Figure 1. Sequential cells coloured by netlist name (run 1).
Drawn at 8 px/um. Other cells in grey.
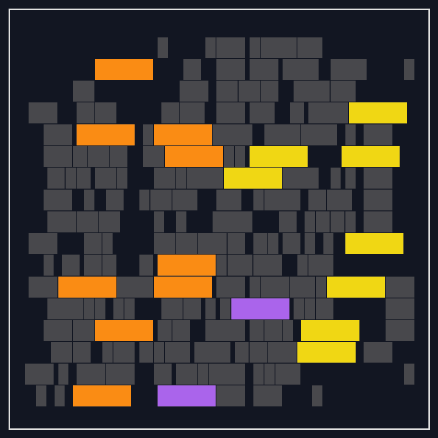
Figure 2. Clock routing (run 1).
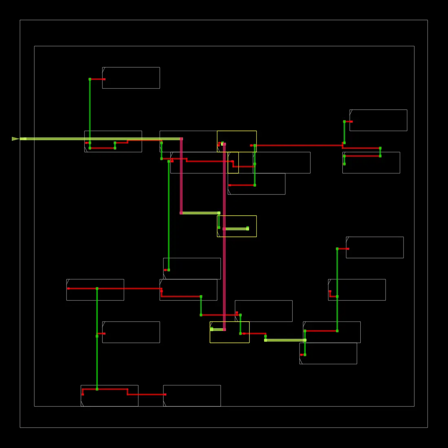
Figure 3. Routed metal per tile (run 1).
Drawn at 8 px/um. The die is cut into 10 by 10 equal tiles; black is low, pale yellow is high, scaled to the fullest tile. Values are wire area over tile area, all layers added.
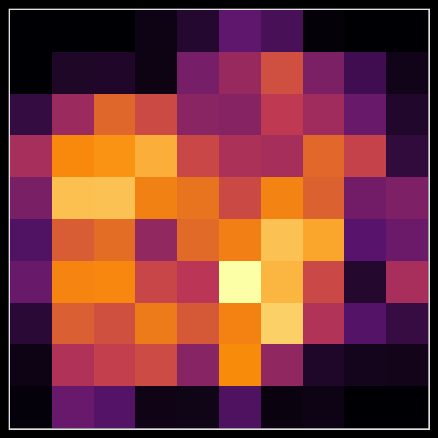
Figure 4. The metal 3 layer (run 1).
Drawn at 10 px/um.
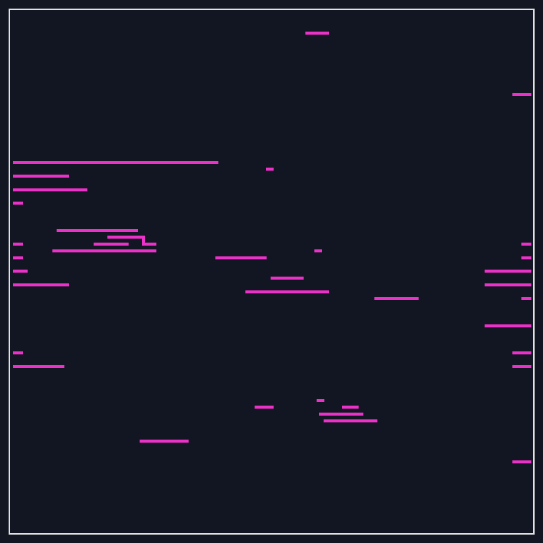
[src/rtl/comparator_bist.sv]
// comparator_bist -- stimulus-and-check engine for a magnitude comparator.
//
// Sweeps every (a, b) operand pair, holds each pair for SETTLE_CYCLES
// cycles, then samples the greater/equal/less flags. Each sample is checked
// against an unsigned reference {a>b, a==b, a<b}, and the engine reports a
// pass/fail summary.
//
// Parameters:
//   WIDTH          operand width (default 4)
//   SETTLE_CYCLES  cycles the operands are held before sampling (>= 1)
//
// Ports:
//   clk, rst                          clock; synchronous active-high reset
//   start                             begin a sweep (ignored while busy)
//   a_out, b_out                      operands driven to the comparator
//   greater_in, equal_in, less_in     flags returned by the comparator
//   busy, done                        sweep running / sweep finished
//   pass                              done and err_count == 0
//   err_count                         number of failing vectors
//   fail_valid, fail_a, fail_b        first failing vector
//
// Optional feature macro: CMP_BIST_FIRST_FAIL_EN builds the first-failure
// capture. Without it, fail_valid, fail_a and fail_b are tied to 0.
module comparator_bist #(
  parameter int WIDTH         = 4,
  parameter int SETTLE_CYCLES = 1
) (
  input  logic               clk,
  input  logic               rst,
  input  logic               start,
  output logic [WIDTH-1:0]   a_out,
  output logic [WIDTH-1:0]   b_out,
  input  logic               greater_in,
  input  logic               equal_in,
  input  logic               less_in,
  output logic               busy,
  output logic               done,
  output logic               pass,
  output logic [2*WIDTH:0]   err_count,
  output logic               fail_valid,
  output logic [WIDTH-1:0]   fail_a,
  output logic [WIDTH-1:0]   fail_b
);

  localparam logic [1:0] S_IDLE  = 2'd0;
  localparam logic [1:0] S_DRIVE = 2'd1;
  localparam logic [1:0] S_CHECK = 2'd2;
  localparam logic [1:0] S_DONE  = 2'd3;

  localparam int SW = (SETTLE_CYCLES > 1) ? $clog2(SETTLE_CYCLES) : 1;
  localparam logic [SW-1:0] SETTLE_LAST = SW'(SETTLE_CYCLES - 1);

  logic [1:0]         state_q, state_d;
  logic [2*WIDTH-1:0] v_q, v_d;
  logic [SW-1:0]      settle_q, settle_d;
  logic [2*WIDTH:0]   err_q, err_d;

  logic [WIDTH-1:0] a_cur, b_cur;
  logic [2:0]       exp_flags, got_flags;
  logic             start_sweep, err_hit;

  assign a_cur       = v_q[2*WIDTH-1:WIDTH];
  assign b_cur       = v_q[WIDTH-1:0];
  assign exp_flags   = {a_cur > b_cur, a_cur == b_cur, a_cur < b_cur};
  assign got_flags   = {greater_in, equal_in, less_in};
  // A full 3-bit compare also catches non-one-hot flag patterns.
  assign err_hit     = (state_q == S_CHECK) && (got_flags != exp_flags);
  assign start_sweep = ((state_q == S_IDLE) || (state_q == S_DONE)) && start;

  always_comb begin
    state_d  = state_q;
    v_d      = v_q;
    settle_d = settle_q;
    err_d    = err_q;
    case (state_q)
      S_IDLE, S_DONE: begin
        if (start) begin
          state_d  = S_DRIVE;
          v_d      = '0;
          settle_d = '0;
          err_d    = '0;
        end
      end
      S_DRIVE: begin
        if (settle_q == SETTLE_LAST) begin
          settle_d = '0;
          state_d  = S_CHECK;
        end else begin
          settle_d = settle_q + 1'b1;
        end
      end
      S_CHECK: begin
        if (err_hit) err_d = err_q + 1'b1;
        // The last vector is left on the operands while in DONE.
        if (v_q == {2*WIDTH{1'b1}}) begin
          state_d = S_DONE;
        end else begin
          v_d     = v_q + 1'b1;
          state_d = S_DRIVE;
        end
      end
      default: state_d = S_IDLE;
    endcase
  end

  always_ff @(posedge clk) begin
    if (rst) begin
      state_q  <= S_IDLE;
      v_q      <= '0;
      settle_q <= '0;
      err_q    <= '0;
    end else begin
      state_q  <= state_d;
      v_q      <= v_d;
      settle_q <= settle_d;
      err_q    <= err_d;
    end
  end

  assign a_out     = a_cur;
  assign b_out     = b_cur;
  assign busy      = (state_q == S_DRIVE) || (state_q == S_CHECK);
  assign done      = (state_q == S_DONE);
  assign pass      = done && (err_q == '0);
  assign err_count = err_q;

`ifdef CMP_BIST_FIRST_FAIL_EN
  logic             fv_q, fv_d;
  logic [WIDTH-1:0] fa_q, fa_d, fb_q, fb_d;

  always_comb begin
    fv_d = fv_q;
    fa_d = fa_q;
    fb_d = fb_q;
    if (start_sweep) begin
      fv_d = 1'b0;
      fa_d = '0;
      fb_d = '0;
    end else if (err_hit && !fv_q) begin
      fv_d = 1'b1;
      fa_d = a_cur;
      fb_d = b_cur;
    end
  end

  always_ff @(posedge clk) begin
    if (rst) begin
      fv_q <= 1'b0;
      fa_q <= '0;
      fb_q <= '0;
    end else begin
      fv_q <= fv_d;
      fa_q <= fa_d;
      fb_q <= fb_d;
    end
  end

  assign fail_valid = fv_q;
  assign fail_a     = fa_q;
  assign fail_b     = fb_q;
`else
  // start_sweep only feeds the capture logic.
  logic unused_start_sweep;
  assign unused_start_sweep = start_sweep;
  assign fail_valid = 1'b0;
  assign fail_a     = '0;
  assign fail_b     = '0;
`endif

endmodule

[config.mk]
export PLATFORM = sky130hd
export DESIGN_NAME = comparator_bist
export DESIGN_NICKNAME = d
export VERILOG_FILES = /design/src/rtl/comparator_bist.sv
export SDC_FILE = /design/constraint.sdc
export NUM_CORES = 1
export LEC_CHECK = 0
export CORE_MARGIN = 1.5
export CORE_UTILIZATION = 53
export CTS_BUF_LIST = sky130_fd_sc_hd__clkbuf_8
export DETAILED_ROUTE_END_ITERATION = 10
export PLACE_DENSITY = 0.89
export SETUP_SLACK_MARGIN = 0.5
export SLEW_MARGIN = 20
export SYNTH_ARGS = -nofsm -noshare
export SYNTH_HDL_FRONTEND = slang
export SYNTH_SLANG_ARGS = --single-unit
[constraint.sdc]
create_clock -name clk -period 5.15 [get_ports clk]
set_clock_uncertainty 0.1 [all_clocks]
set_input_delay 0.515 -clock clk [delete_from_list [all_inputs] [get_ports clk]]
set_output_delay 0.515 -clock clk [all_outputs]
set_load 0.01 [all_outputs]
==> notes.md, run 1 <==
Implementation results

The post-CTS setup-driven buffer insertion count is 0. The largest area contributor in the synthesized netlist is dfxtp_1. The most critical hold endpoint after final layout shows a slack of 0.446 ns. The count of library flops with an enable pin is 0. The critical path's slowest stage uses the library cell ha_1. The final tally of max-slew violations is 0. Looking at the setup timing report, the critical path kind is reg2reg. The instance area after placement is 1510 um2.

The final report gives the core utilization as 69.0%. Setup repair after global routing left no endpoint under its margin. The number of stages on the worst hold path is 1.

Sorting the synthesized cells by area gives the leading types as dfxtp_1, ha_1, buf_4. The required time at the worst-slack endpoint is 5.20 ns. The die area is 2740 um2. The via count of the first global-routing pass is 1182. The worst path uses 52.3% of the clock period. The number of rows in the core area is 17. After synthesis, the mean cell area works out to 8.31 um2.

The placement summary gives the final routability congestion estimate as 0.848. The share of the core area taken by cells at floorplan is 57.2%. The slew at the pin closest to its max-slew limit is 0.863 ns. The most frequently used cell type in the post-synthesis netlist is dfxtp_1. The TritonCTS clock tree is done. The global-route usage over all layers is 25.7%. The worst reg2reg path depth is 8. Input and output buffers added on the ports amount to 25.

After clock tree synthesis, the flow added hold-fix buffers numbering 0. The tally of unique sky130hd cells used after synthesis is 44. The net switching fraction of the power is 39.1%. Per the timing report, the biggest fanout along the worst path comes to 13. The flow ran to the end, and the final reports show no timing, DRC or antenna violations. The warning tally printed by Yosys for this design is 0. The maximum resistive drop on vdd is 0.000238 V. Entering global routing, the biggest net connects 14 pins. Nets still carrying antenna violations after routing amount to 0. STA reports a reg2reg setup slack of 2.46 ns. Between the synthesized netlist and the finished layout, the area growth was recorded as 20.7%. The synthesized netlist occupies a cell area of 1290 um2. Counting tap cells, the placed design contains a total of 202 instances. The worst setup timing slack at the placement stage is 2.40 ns. The net count of the finished layout is 195.

The number of cells in the yosys synthesis report is 155. The diode insertion count for antenna repair is 0. The power consumption is 508 uW. The stat command in Yosys gives a chip area of 1290 um2. The number of buffers inserted during clock tree synthesis is 3.

Warnings raised by the tools during the run amount to 29. The count of H-tree levels built during CTS is 1. The height of the die is 52.3 um.

The source of the worst register-to-register timing path is state_q[0]$_SDFFE_PP0P_. The largest stage delay on the critical path is 0.43 ns. Once detailed placement completed, the half-perimeter wirelength came to 2360 um. Setup total negative slack on the finished layout was measured at 0 ns. The cell at the root of the clock tree is clkbuf_8. For reference, the clock transition at the flip-flops on the worst setup and hold paths is 0.07 ns.

The internal power consumption is 310 uW. The fraction of registers with async set/reset is 0%. Per Yosys stat, the portion of area used by sequential elements is 29.5%. Counting instances in the post-synthesis netlist gives the leading cell types as dfxtp_1, nand2_1, nor2_1, inv_1, ha_1. The number of antenna violations at the first check in global routing is 0. The number of top-level design ports is 35. The start point of the worst hold path is err_count[5]$_SDFFE_PP0P_. The wire length of the first global-routing pass is 5230 um. After synthesis the netlist holds a flip-flop and latch count of 19. The core region is 2250 um2.

Max-cap violations in this run came to 0. In the synthesized netlist the dominant register cell turns out to be dfxtp_1. The script parses the final routing iteration and logs DRC violations as 0. The longest clock path from root to sink contains 2 buffers. The minimum setup slack in the final design is 2.46 ns. The final report lists the setup-violating endpoint count as 0.

The initial detailed-routing violation count is 23. The type of destination of the critical path is a register. The horizontal die dimension reported for this design is 52.3 um. The count of instances resized after the clock tree is built is 0. Counting the fill cells in the layout gives 197.

The sequential fraction of design power is 34.8%. The endpoint of the worst-slack reg-to-reg timing path is v_q[5]$_SDFFE_PP0P_. In this run the worst hold path is classified as reg2reg.

The kind of start point of the critical path is a register. The routed via count divided by cell count is 5.97. In this run the biggest area consumer among cell types represents 29.5% of the synthesized area. Based on the critical path, the design can be clocked at up to 0.371 GHz. Summed over all layers, the global routing overflow is 0. The power report attributes to the clock group a share of 20.2%.

Summing all non-filler instances in the final layout gives an area of 1560 um2. The worst slew slack as a fraction of its limit is 40.8%. The switching power total is 199 uW. Per the final layout report, the fraction of cells sized above drive strength 1 comes to 6.74%. The number of cells produced by synthesis is 155. The arrival time of data at the critical path endpoint is 2.74 ns. In this run the power density over the cells is 327 nW/um2.

The leakage power in the latest report is 0.564 nW. The cell sequence reported for the critical path is inv_1, ha_1, mux2i_1, o21ba_2, nand4_1, or3_1, xor2_1, nor2_1. STA shows the worst min-delay path finishing at err_count[5]$_SDFFE_PP0P_. The time the final worst path needs with I/O delays and setup is 2.69 ns.

The iteration tally of the first detailed-router pass is 4.
## Picture notes: Figure 1
colour	name in the netlist	sequential cells
yellow	`v_q`	8
orange	`err_count`	9
purple	`state_q`	2
power in sequential cells: 177 uW
total area of sequential cells: 380 um2

## Picture notes: Figure 2
clock latency reported for the late side of the worst-skew pair: 0.25 ns
Flops: 19
Sinks on Clock Net: 19
clk_buf instances: 3
clock group total power: 103 uW

## Picture notes: Figure 3
tiles over half the peak	38%
emptiest ninth of the die	lower right
nearly empty tiles	10%
detailed-route wire length per cell: 15.3 um
via total after detailed routing: 1229
WL final: 3160 um

## Picture notes: Figure 4
main direction	horizontal
nets with wire on the layer	32
wire length on this layer	134 um
longest straight run	20.2 um
share of all routed wire	4.3%
met3 demand-to-capacity share in global routing: 4.00%

run 1: worst max-delay path by stage:
stage | start | end | cells past startpoint
finish | state_q[0]$_SDFFE_PP0P_ | v_q[5]$_SDFFE_PP0P_ | 8
global route | state_q[0]$_SDFFE_PP0P_ | v_q[5]$_SDFFE_PP0P_ | 8
CTS | state_q[0]$_SDFFE_PP0P_ | v_q[5]$_SDFFE_PP0P_ | 8
detailed placement | start | v_q[5]$_SDFFE_PP0P_ | 7
global placement | start | v_q[5]$_SDFFE_PP0P_ | 7
floorplan | v_q[3]$_SDFFE_PP0P_ | err_count[8]$_SDFFE_PP0P_ | 8
run 1: power by group through the flow:
| stage | clock [mW] | sequential [mW] | combinational, mW |
|---|---|---|---|
| 4_1_cts | 0.103 | 0.177 | 0.228 |
| 6_report | 0.103 | 0.177 | 0.229 |
| 2_1_floorplan | 0 | 0.178 | 0.167 |
| 3_3_place_gp | 0 | 0.178 | 0.217 |
| 3_5_place_dp | 0 | 0.179 | 0.226 |
| 5_1_grt | 0.110 | 0.179 | 0.251 |
run 1: state kept, by name (all words and copies together), names as in the netlist:
signal / count
v_q: 8
state_q: 2
err_count: 9
run 1: cell type report:
cell class              instances  area [um2]  area share [%]
clock buffers                   3        41.3            2.65
inverters                      12        45.0            2.90
multi-input cells             118         800            51.4
well taps                      28        35.0            2.25
flip-flops and latches         19         380            24.5
clock inverters                 1        3.75           0.241
repair buffers                 25         250            16.1
run 1: placed cells by master (no fill, tap or decap), drive strengths merged, types with 2 or more instances in the layout:
cell type	count
a21oi	2
a31oi	7
clkbuf	3
clkdlybuf4s50	25
conb	9
dfxtp	19
ha	10
inv	13
nand2	13
nand3	8
nand4	6
nor2	13
nor2b	2
nor3	2
nor4	2
o211ai	8
o31ai	2
or3	3
or4	5
xnor2	6
xor2	2
run 1: layer usage:
layer	global-route usage [%]	part of all wire (%)	up-vias
li1	-	-	589
met2	47.5	53	45
met5	0	0	-
met1	28.1	40	586
met3	4.00	4.2	9
met4	12.0	2.3	0
run 1: cells by family (layout without fill, tap and decap cells):
| group | Yosys count | in the layout | synth area share (%) |
|---|---|---|---|
| buf+inv | 26 | 41 | 10.8 |
| other cells | 1 | 9 | 0.291 |
| compound gates | 30 | 30 | 17.6 |
| fa+ha+maj | 10 | 10 | 9.71 |
| flops | 19 | 19 | 29.5 |
| simple gates | 60 | 60 | 25.9 |
| mux | 1 | 1 | 0.777 |
| xor+xnor | 8 | 8 | 5.44 |
run 1: worst max-delay path: cells and delay by family, from the launching register on:
family	cells	cell delay (ns)
xor+xnor	1	0.18
mux	1	0.40
fa+ha+maj	1	0.43
buf+inv	1	0.07
flops	1	0.35
simple gates	3	0.64
compound gates	1	0.41
## Run 2: what changed since run 1
CORE_UTILIZATION = 45   (was 53)
PLACE_DENSITY = 0.8   (was 0.89)
clock period = 2.2 ns   (was 5.15 ns; I/O delays follow)
Figure 5. Cell sizes after repair (run 2).
Drawn at 8 px/um.
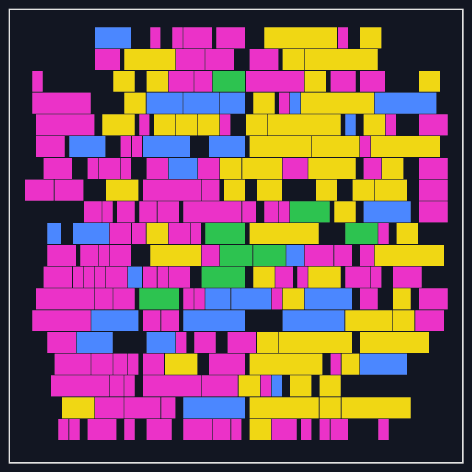
colour	size	cells	most used
yellow	x3 and x4	58	buf_4
green	x6 and larger	8	buf_6
magenta	x1 and smaller	121	clkdlybuf4s50_1
blue	x2	27	dfxtp_2
layout overhead on the synthesized area: 64.8%
final critical-path setup slack: -0.0746 ns
Post-Layout Inst Area: 2120 um2
Non-clk bufs: 60

==> notes.md, run 2 <==
Implementation results

The first element of the critical path is v_q[5]$_SDFFE_PP0P_. The fill cell instance count of the final layout is 176 (-11%). The pin count of the biggest net entering global routing is 14 (unchanged). In this run the worst setup path terminates at err_count[3]$_SDFFE_PP0P_.

The internal reg-to-reg setup slack is -0.07 ns (-2.53 ns). The layer with the highest usage is met2. The total count of hold-check failures in the final report is 0.

The total power divided by cell area is 771 nW/um2 (+140%). STA classifies the critical path startpoint as a register. The number of flip-flops in the largest register is 9 (unchanged).

The final layout net count is 231 (+18%). The count of library flops with an enable pin came to 0 (unchanged). The fraction of synthesized cell area taken by the top area cell type was 29.5% (unchanged). The pre-placement core utilization is 47.1% (-10 points). The maximum resistive drop on vdd was 0.000640 V (+170%). The checks that failed: negative setup slack.

The wire length after detailed routing was 4350 um (+38%). The sequential standard cell area was 408 um2 (+7.2%). The minimum setup slack in the final design is -0.0746 ns (-2.53 ns). The cell at the root of the clock tree is clkbuf_8. The tally of buffers added on design ports is 25 (unchanged).

The initial detailed-routing violation count came to 86 (+270%). The most common cell after layout, fill and taps aside is buf_4. The fraction of layout instances using a drive strength above 1 is 43.5% (+37 points). The number of cells in the yosys synthesis report is 155 (unchanged).

The height of the die came to 56.5 um (+8.0%). The number of setup violations in the final report is 6 (+6). The type of destination of the critical path is a register.

The arrival time of data at the critical path endpoint came to 2.37 ns (-0.37 ns). The number of cells produced by synthesis is 155 (unchanged). The maximum count of clock buffers along a single path is 2 (unchanged). The routed via count divided by cell count was 5.96 (about the same). The global-route track usage on met1 is 26.3% (-1.8 points).

The mean instance size in the synthesized netlist was 8.31 um2 (unchanged). The final hold slack is 0.458 ns (+0.0118 ns). The fraction of registers with async set/reset came to 0% (unchanged). The cell area after technology mapping is 1290 um2 (unchanged). The clock slew seen by the registers of the worst setup and hold paths is 0.08 ns (about the same). The leakage power of the design is 0.832 nW (+48%). The number of nets with antenna violations after routing is 0 (unchanged).

For reference, the top cells by area after synthesis are dfxtp_1, ha_1, buf_4. The post-synthesis sequential area ratio came to 29.5% (unchanged). Note that the worst hold path type here is reg2reg. The yosys synthesis chip area is 1290 um2 (unchanged).

The fraction of met2 tracks used by global routing was 44.7% (-2.8 points). The via count of the first global-routing pass is 1385 (+17%). Among all cell types in the netlist, the one instantiated most often is dfxtp_1. The post-cts hold buffer count is 0 (unchanged). The count of H-tree levels built during CTS is 1 (unchanged). The number of top-level design ports is 35 (unchanged). The core box area was 2730 um2 (+21%). The number of logged tool warnings is 32 (+10%).

The share of the clock period used by the worst path after layout is 103% (+51 points). The area of the multi-input gates was 1050 um2 (+32%). The count of synthesis-stage warnings from yosys is 0 (unchanged). The number of vias in the routed layout is 1461 (+19%). The tally of unique sky130hd cells used after synthesis is 44 (unchanged). dfxtp_1 takes more of the synthesized area than any other cell. The required time at the worst-slack endpoint was 2.30 ns (-2.90 ns). The total congestion overflow came to 0 (unchanged). The total of max-cap violations came to 0 (unchanged). The worst reg2reg path depth is 8 (unchanged). The number of rows in the core area is 19 (+2).

The remaining routing DRC violations is 0 (unchanged). The flow ran to the end, but the final reports show violations. The synthesis report names the predominant flop master as dfxtp_1. The number of antenna violations at the first check in global routing is 0 (unchanged). The mean routed wirelength per cell is 17.8 um (+16%). The die area came to 3190 um2 (+17%). Yosys reports that the most numerous cell types are dfxtp_1, nand2_1, nor2_1, inv_1, ha_1. The time the final worst path needs with I/O delays and setup is 2.27 ns (-0.420 ns). The synthesis-stage register bit count is 19 (unchanged).

The endpoint identified for the worst register-to-register timing path is err_count[3]$_SDFFE_PP0P_. The routability congestion estimate is 0.887 (+4.7%). The overall die width is 56.5 um (+8.0%).

By startpoint and endpoint, the worst setup path is classified as reg2reg. By instance count after routing, the leading logic cell types are buf_4, clkdlybuf4s50_1, nand2_1. The worst setup timing slack at the placement stage is -0.0641 ns (-2.46 ns). The iteration tally of the first detailed-router pass came to 4 (unchanged).

The TritonCTS clock tree is done. The source of the worst register-to-register timing path is v_q[5]$_SDFFE_PP0P_. The global-route usage over all layers is 23.8% (-1.8 points).

The sum of negative setup slack was -0.249 ns (-0.249 ns). The achievable frequency was 0.440 GHz (+18%). The diode insertion count for antenna repair is 0 (unchanged). The start point of the worst hold path is v_q[5]$_SDFFE_PP0P_. The final tally of max-slew violations came to 0 (unchanged). The met3 layer usage reported by global route is 5.07% (+1.1 points). Setup repair after global routing could not meet its margin everywhere.

The wire length of the first global-routing pass came to 6040 um (+16%). The count of clock tree sinks was 19 (unchanged). The highest net fanout along the worst path came to 7 (-6).

The post-detailed-placement half-perimeter wirelength is 2450 um (+3.7%).
Figure 6. Clock routing (run 2).
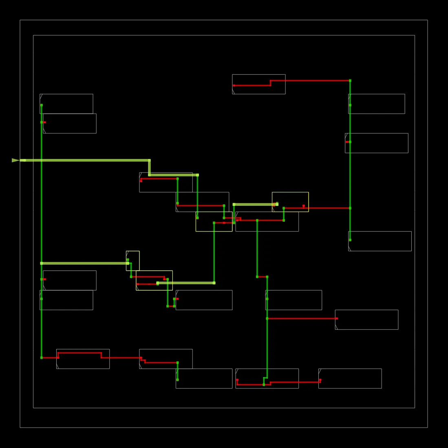
number of clock buffers inserted by TritonCTS: 3
clock group total power: 255 uW
clock latency reported for the late side of the worst-skew pair: 0.26 ns

[run 2: cell count changes in the layout (fill, tap and decap cells not counted), moves of 4 or more]
cell,delta
ha_4,+6
buf_6,+4
dfxtp_4,+6
buf_4,+30
dfxtp_1,-10
inv_1,-6
ha_1,-6
dfxtp_2,+4
[run 2: logic make-up (layout without fill, tap and decap cells)]
logic type	after synthesis	in the layout	share of synthesized area (%)
xor+xnor	8	8	5.44
fa+ha+maj	10	10	9.71
buf+inv	26	76	10.8
flops	19	19	29.5
mux	1	1	0.777
simple gates	60	61	25.9
other cells	1	9	0.291
compound gates	30	30	17.6
[run 2: final cells by class]
class / instances / area share (%)
inverters: 12 / 2.36
clock inverters: 1 / 0.236
flip-flops and latches: 19 / 19.2
clock buffers: 3 / 1.94
multi-input cells: 119 / 49.6
repair buffers: 60 / 24.9
well taps: 31 / 1.83
[run 2: layer usage]
layer / wire length [um] / up-vias
met3: 235 / 9
met5: 0 / -
met2: 2360 / 75
met1: 1650 / 708
li1: - / 669
met4: 94 / 0
[run 2: how the worst min path moves through the flow]
stage / cells after the start / to
final: 2 / v_q[5]$_SDFFE_PP0P_
after global routing: 2 / err_count[6]$_SDFFE_PP0P_
after CTS: 1 / err_count[5]$_SDFFE_PP0P_
after detailed placement: 2 / v_q[1]$_SDFFE_PP0P_
after global placement: 2 / v_q[1]$_SDFFE_PP0P_
after floorplan: 2 / state_q[1]$_SDFFE_PP0P_
[run 2: critical path, cell delays in order (launching register included)]
cell	delay [ns]
dfxtp_4	0.37
ha_4	0.25
nor2b_4	0.12
o211ai_2	0.19
a21o_1	0.22
buf_6	0.14
nand3_4	0.11
or4_1	0.54
a31oi_1	0.17
[run 2: what timing repair did]
item                                    in CTS  in global routing
resized                                     28                 25
pin swaps                                   22                 24
endpoints found under the setup margin      16                 18
buffers inserted                            19                  4
gates cloned                                 1                  0
[run 2: report_power, final]
part	switching (mW)	leakage [nW]	internal, mW	total [mW]
Clock	0.129	0.0255	0.126	0.255
Sequential	0.0347	0.160	0.378	0.412
Combinational	0.466	0.646	0.505	0.970
Total	0.629	0.832	1.01	1.64
[run 2: through the flow]
step	total power, mW	util [%]	cells	cell area [um2]
after CTS	1.48	72.4	241	1980
after global routing	1.71	77.7	245	2120
after detailed placement	1.05	62.4	217	1710
after floorplan	0.868	-	163	1420
after global placement	1.03	62.4	217	1710
final	1.64	77.7	245	2120
Power and IR drop assume default switching activity.
